==> config.mk <==
export PLATFORM = sky130hd
export DESIGN_NAME = imem_loader
export DESIGN_NICKNAME = d
export VERILOG_FILES = /design/src/rtl/imem_loader.sv
export SDC_FILE = /design/constraint.sdc
export NUM_CORES = 1
export LEC_CHECK = 0
export CORE_MARGIN = 2
export CORE_UTILIZATION = 59
export CTS_BUF_LIST = sky130_fd_sc_hd__clkbuf_8 sky130_fd_sc_hd__clkbuf_16
export DETAILED_ROUTE_END_ITERATION = 6
export HOLD_SLACK_MARGIN = 0.08
export PLACE_DENSITY = 0.9
export SLEW_MARGIN = 10
export SYNTH_ARGS = -nofsm -noshare
export SYNTH_HDL_FRONTEND = slang
export SYNTH_SLANG_ARGS = --single-unit
==> constraint.sdc <==
create_clock -name clk -period 7.2 [get_ports clk]
set_input_delay 1.08 -clock clk [delete_from_list [all_inputs] [get_ports clk]]
set_output_delay 1.08 -clock clk [all_outputs]
set_load 0.02 [all_outputs]
==> src/rtl/imem_loader.sv <==
// imem_loader: frames a UART byte stream into instruction RAM word writes, holding the CPU in reset while loading
module imem_loader #(
    parameter int ADDR_WIDTH = 9,
    parameter int TIMEOUT_CYCLES = 50_000_000,
    parameter logic [7:0] SYNC_BYTE = 8'hA5
) (
    input  logic                  clk,
    input  logic                  reset,
    input  logic [7:0]            in_data,
    input  logic                  in_valid,
    output logic                  in_ready,
    output logic                  imem_we,
    output logic [31:0]           imem_addr,
    output logic [31:0]           imem_wdata,
    output logic                  cpu_hold,
    output logic                  load_done,
    output logic                  load_err,
    output logic [ADDR_WIDTH:0]   words_loaded
);
    typedef enum logic [2:0] {IDLE, LEN_HI, LEN_LO, DATA, WRITE, DONE} state_t;
    localparam logic [31:0] IDLE_LAST = 32'(TIMEOUT_CYCLES - 1);
    localparam logic [16:0] CAPACITY = 17'(2 ** ADDR_WIDTH);

    state_t state_q, state_d;
    logic [15:0] len_q, len_d, len_full;
    logic [31:0] asm_q, asm_d, idle_q, idle_d, addr_q, addr_d, wdata_q, wdata_d, word;
    logic [1:0] cnt_q, cnt_d;
    logic [ADDR_WIDTH:0] idx_q, idx_d, words_q, words_d;
    logic we_q, we_d, hold_q, hold_d, done_q, done_d, err_q, err_d;
    logic accept, in_frame;

    assign in_ready = state_q inside {IDLE, LEN_HI, LEN_LO, DATA};
    assign in_frame = state_q inside {LEN_HI, LEN_LO, DATA};
    assign accept = in_valid && in_ready;
    assign len_full = {len_q[15:8], in_data};
    assign word = {asm_q[23:0], in_data};

    always_comb begin
        state_d = state_q;
        len_d = len_q;
        asm_d = asm_q;
        idle_d = '0;
        addr_d = addr_q;
        wdata_d = wdata_q;
        cnt_d = cnt_q;
        idx_d = idx_q;
        words_d = words_q;
        we_d = 1'b0;
        done_d = 1'b0;
        err_d = 1'b0;
        case (state_q)
            IDLE: if (accept && in_data == SYNC_BYTE) begin
                state_d = LEN_HI;
                idx_d = '0;
                words_d = '0;
                cnt_d = '0;
            end
            LEN_HI: if (accept) begin
                len_d = {in_data, 8'h00};
                state_d = LEN_LO;
            end
            LEN_LO: if (accept) begin
                len_d = len_full;
                if (len_full == 16'd0) begin
                    state_d = DONE;
                    done_d = 1'b1;
                end else if ({1'b0, len_full} > CAPACITY) begin
                    state_d = IDLE;
                    err_d = 1'b1;
                end else begin
                    state_d = DATA;
                end
            end
            DATA: if (accept) begin
                asm_d = word;
                cnt_d = cnt_q + 2'd1;
                if (cnt_q == 2'd3) begin
                    state_d = WRITE;
                    we_d = 1'b1;
                    addr_d = 32'({idx_q[ADDR_WIDTH-1:0], 2'b00});
                    wdata_d = word;
                end
            end
            WRITE: begin
                idx_d = idx_q + (ADDR_WIDTH+1)'(1);
                words_d = words_q + (ADDR_WIDTH+1)'(1);
                if (16'(idx_q) == len_q - 16'd1) begin
                    state_d = DONE;
                    done_d = 1'b1;
                end else begin
                    state_d = DATA;
                end
            end
            DONE: state_d = IDLE;
            default: state_d = IDLE;
        endcase
        if (in_frame && !accept) begin
            idle_d = idle_q + 32'd1;
            if (idle_q == IDLE_LAST) begin
                state_d = IDLE;
                err_d = 1'b1;
                idle_d = '0;
            end
        end
        hold_d = (state_d != IDLE) || err_d;
    end

    always_ff @(posedge clk) begin
        if (!reset) begin
            state_q <= IDLE;
            len_q <= '0;
            asm_q <= '0;
            idle_q <= '0;
            addr_q <= '0;
            wdata_q <= '0;
            cnt_q <= '0;
            idx_q <= '0;
            words_q <= '0;
            we_q <= 1'b0;
            hold_q <= 1'b0;
            done_q <= 1'b0;
            err_q <= 1'b0;
        end else begin
            state_q <= state_d;
            len_q <= len_d;
            asm_q <= asm_d;
            idle_q <= idle_d;
            addr_q <= addr_d;
            wdata_q <= wdata_d;
            cnt_q <= cnt_d;
            idx_q <= idx_d;
            words_q <= words_d;
            we_q <= we_d;
            hold_q <= hold_d;
            done_q <= done_d;
            err_q <= err_d;
        end
    end

    assign imem_we = we_q;
    assign imem_addr = addr_q;
    assign imem_wdata = wdata_q;
    assign cpu_hold = hold_q;
    assign load_done = done_q;
    assign load_err = err_q;
    assign words_loaded = words_q;
endmodule

Clock routing:
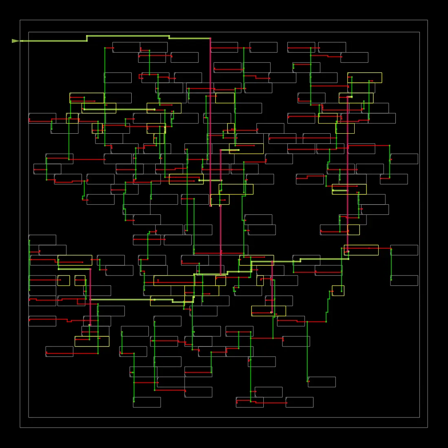
clock buf count: 21
Layout Skew: 0.00892 ns

Signal wires by layer:
Bar = 20 um.
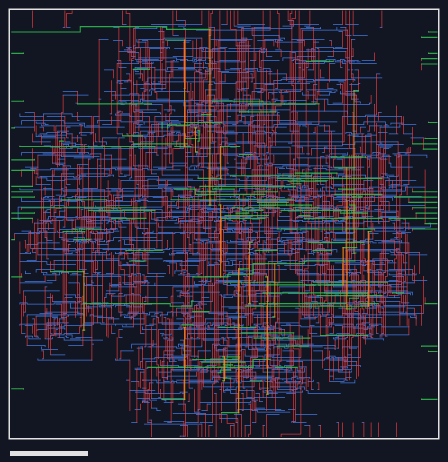
- red: metal 2 (wire length 7370 um)
- orange: metal 4 (wire length 346 um)
- green: metal 3 (wire length 1260 um)
- blue: metal 1 (wire length 6930 um)
WL/cell: 15.9 um
DR vias: 5741
Total Routed Length: 15900 um

Wires at chosen ports, followed through buffers:
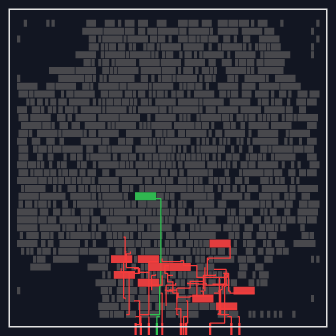
- green: load_err (direction output; end cells 1; buffers 1; wire 49.5 um)
- red: words_loaded (direction output; end cells 10; buffers 10; wire 418 um)
Port Buffer Count: 66
I/O pin cnt: 90

==> job_summary.md <==
### Flow metrics

| Metric | Value |
|---|---|
| Status | finished clean |
| Flip-flops with a built-in enable | 0 |
| Power density over the cells | 216 nW/um^2 |
| Die Y-Extent | approximately 110 um |
| Metal-1 WL | a little under 7000 um |
| Simple-gate share of the synthesized area | 0.270 |
| Cts bufs inserted | 17 |
| Comb area leader | simple AND/OR/NAND/NOR gates |
| CTS clock-pin slew for the worst setup and hold paths | approximately 0.060 ns |
| Htree depth | 4 |
| Die width | 109 um |
| Leak | 0.00263 uW |
| Largest area contributor in the netlist | dfxtp_1 |
| Tool warnings | 28 |
| Post-CTS Setup Bufs | 0 |
| Longest Clk Path Bufs | 2 |
| Setup slack after layout | about 4.2 ns |
| Yosys top cell area share | 0.434 |
| Pins Over Slew Limit | 0 |
| Routed wl met3 | 1260 um |
| Total grt overflow | 0 |
| Final tally of setup violations | 0 |
| First-pass iteration count of the detailed router | 5 |
| Crit path max-delay family | simple AND/OR/NAND/NOR gates |
| Combinational power share | 0.023 |
| Arr. time, crit path | between 3 and 4 ns |
| Clock Power Share | 0.505 |
| Asr flop ratio synth | 0 |
| Critical Path End Type | flop |
| M1 GR Usage | 0.381 |
| Synth warn | 0 |
| Slew @ Worst Pin | roughly 1.1 ns |
| GR Layer Usage met2 | 0.425 |
| Ys flops | around 140 |
| Yosys cell count | approximately 800 |
| Switching part of the total power | 0.222 |
| Max incr delay on CP | ~0.6 ns |
| Post-Synth Adder-Cell Area | 0.00956 |
| Top cells by count | 185 x nand2_1, 142 x dfxtp_1, 84 x a21boi_0, 59 x nor2_1 |
| RD Place Congestion | ~1 |
| Most frequent logic cells in the routed design | 185 x nand2_1, 142 x dfxtp_1, 84 x a21boi_0 |
| WHS | 0.463 ns |
Sequential cells coloured by netlist name:
Bar = 20 um.
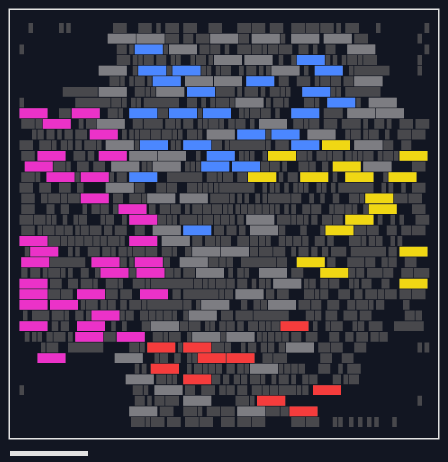
- blue: asm_q (flops 24; where top centre)
- magenta: idle_q (flops 32)
- red: words_loaded (flops 10; where bottom centre)
- yellow: len_q (flops 16; where middle right)
- not coloured: 60
Final Core Density: 0.712
register area: 2840 um^2
P_seq: 786 uW

Cells by drive strength:
Bar = 20 um.
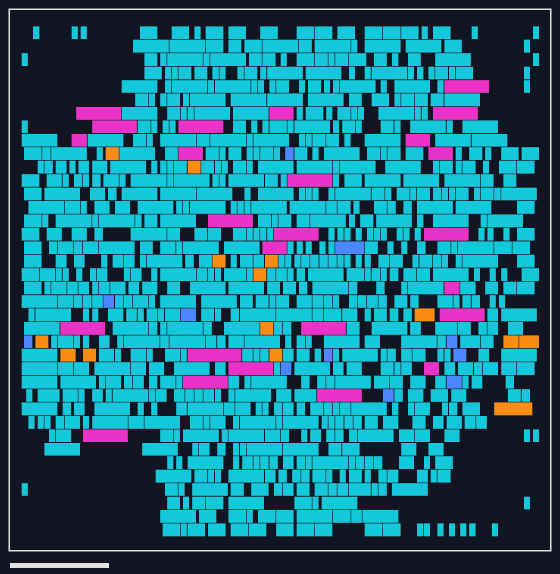
- blue: _2 cells (cells 11)
- orange: _3 and _4 cells (cells 14)
- cyan: _0 and _1 cells (cells 810)
- magenta: _6 and larger (cells 25)

==> layout make-up <==
| class | count | area (um^2) |
|---|---|---|
| multi-input combinational | 608 | 3410 |
| tap | 140 | 175 |
| fill | 812 | 3120 |
| sequential | 142 | 2840 |
| clock inverter | 11 | 105 |
| timing repair buffer | 71 | 693 |
| inverter | 7 | 26.3 |
| clock buffer | 21 | 469 |
==> worst paths after layout <==
check               start      endpoint  slack, ns  cells after the start
max            in_data[1]      cpu_hold       4.21                      7
min          imem_addr[7]  imem_addr[7]       0.46                      2
max reg2reg      len_q[3]    state_q[2]       4.28                      6
min reg2reg  imem_addr[7]  imem_addr[7]       0.46                      2
Power and IR drop assume default switching activity.
